==> config.mk <==
export PLATFORM = sky130hd
export DESIGN_NAME = control_unit
export DESIGN_NICKNAME = d
export VERILOG_FILES = /design/src/rtl/cpu_pkg.sv /design/src/rtl/control_unit_instr_decoder.sv /design/src/rtl/control_unit.sv
export SDC_FILE = /design/constraint.sdc
export NUM_CORES = 1
export LEC_CHECK = 0
export CAP_MARGIN = 10
export CORE_UTILIZATION = 37
export CTS_CLUSTER_DIAMETER = 150
export DETAILED_ROUTE_END_ITERATION = 10
export HOLD_SLACK_MARGIN = 0.06
export PLACE_DENSITY = 0.82
export SYNTH_ARGS = -nofsm -noshare
export SYNTH_HDL_FRONTEND = slang
export SYNTH_HIERARCHICAL = 1
export SYNTH_SLANG_ARGS = --single-unit
==> constraint.sdc <==
create_clock -name clk -period 1.8 [get_ports clk]
set_clock_uncertainty 0.15 [all_clocks]
set_input_delay 0.18 -clock clk [delete_from_list [all_inputs] [get_ports clk]]
set_output_delay 0.18 -clock clk [all_outputs]
set_load 0.01 [all_outputs]
### Pin placement

Bar = 10 um. Pins as bars across the die edge, other pins in grey.
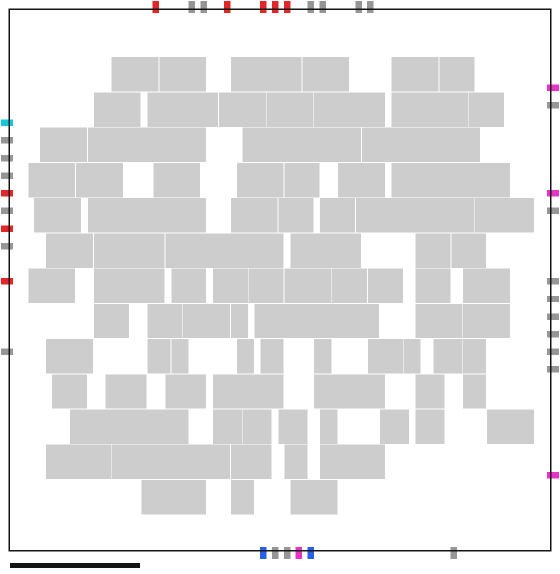
port	colour	pins	direction	edge
rom_addr	magenta	4	output	3 right, 1 bottom
clk	cyan	1	input	left
rom_data	red	8	input	5 top, 3 left
alu_op	blue	2	output	bottom
die extent in x: 41.7 um
height of the die: 41.7 um
number of port buffers: 29

### Zoomed window

Region (21, 21) to (41, 41) um. Cells in grey, sequential cells in the stronger grey; small squares are vias.
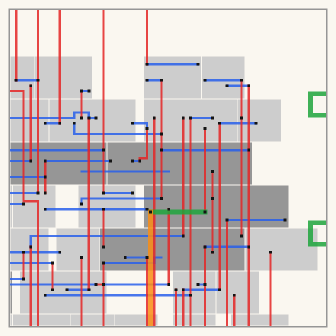
layer	colour
M2	red
M3	green
M4	orange
M1	blue
cells with their middle in the window	19
most frequent	buf_4 (6), clkdlybuf4s50_1 (4), dfrtp_1 (4)
sequential cells in the window	4

==> datasheet_impl.txt <==
Table: implementation figures

Parameter                              Value

Pwr
  Combinational power .................. 1.21 mW
  Sw power .................. 0.620 mW
  Share of power burned in the clock network .................. 10.6%
  Seq. pwr .................. 0.444 mW
  Cell Pwr Density .................. 1930 nW/um2

Worst setup path
  Worst R2R Setup Slack .................. 0.45 ns
  Register-to-Register Path Depth .................. 3
  Crit path DRT .................. 1.47 ns
  Critical path startpoint category .................. register
  Highest fanout seen on the critical path .................. 4

Clock tree
  Deepest level of the CTS H-tree .................. 1
  Root Buffer Master .................. sky130_fd_sc_hd__clkbuf_4

Synth
  Cell total in the yosys stat output .................. 50
  Post-synthesis cell type with the largest instance count .................. sky130_fd_sc_hd__dfrtp_1
  Biggest area consumer among synthesized cells .................. sky130_fd_sc_hd__dfrtp_1
  Max-area cell share .................. 42.9%
  Chip area from the yosys synthesis statistics .................. 583 um2
  Post-synthesis mux area share .................. 20.6%

Finish
  Nets@finish .................. 103
  Final cell count without fillers .................. 102

Min path
  Type of the most critical hold path .................. primary input to asynchronous set/reset pin

Status
  Result of the run .................. completed

Placed design
  Placed cells .................. 90

Timing
  Worst Slack Setup Final .................. 0.0365 ns
  RSZ-0062 raised after global routing .................. yes
  Peak clock frequency supported by timing .................. 0.567 GHz
  Slew margin rel. .................. 70.9%

Die
  Die footprint .................. 1740 um2
  CORE AREA .................. 1380 um2

Global routing
  Maximum number of pins on one net before global-route repair .................. 11
  Gr busiest metal .................. met2

Detailed routing
  Total number of vias .................. 497

Flow run
  Count of maximum capacitance violations .................. 0
-- final cells by class --
| class | count | area (um2) | share of cell area, % |
|---|---|---|---|
| Sequential cell | 10 | 251 | 26.2 |
| Timing Repair Buffer | 42 | 369 | 38.4 |
| Inverter | 1 | 3.75 | 0.391 |
| Multi-Input combinational cell | 30 | 282 | 29.3 |
| Tap cell | 15 | 18.8 | 1.95 |
| Clock buffer | 4 | 36.3 | 3.78 |
-- per-stage QoR --
stage                     util (%)  cell area, um2  power [mW]  hold slack (ns)  setup TNS, ns
after detailed placement      62.1             858        1.46            0.210       -0.00734
after floorplan                  -             583        1.03           -0.266              0
after CTS                     68.6             948        1.78           0.0921        -0.0260
after global placement        62.1             858        1.44            0.210              0
final                         69.5             961        1.85           0.0762              0
after global routing          69.5             961        1.97           0.0853        -0.0525
No activity file was given, so power comes from the tool's default toggle rates.
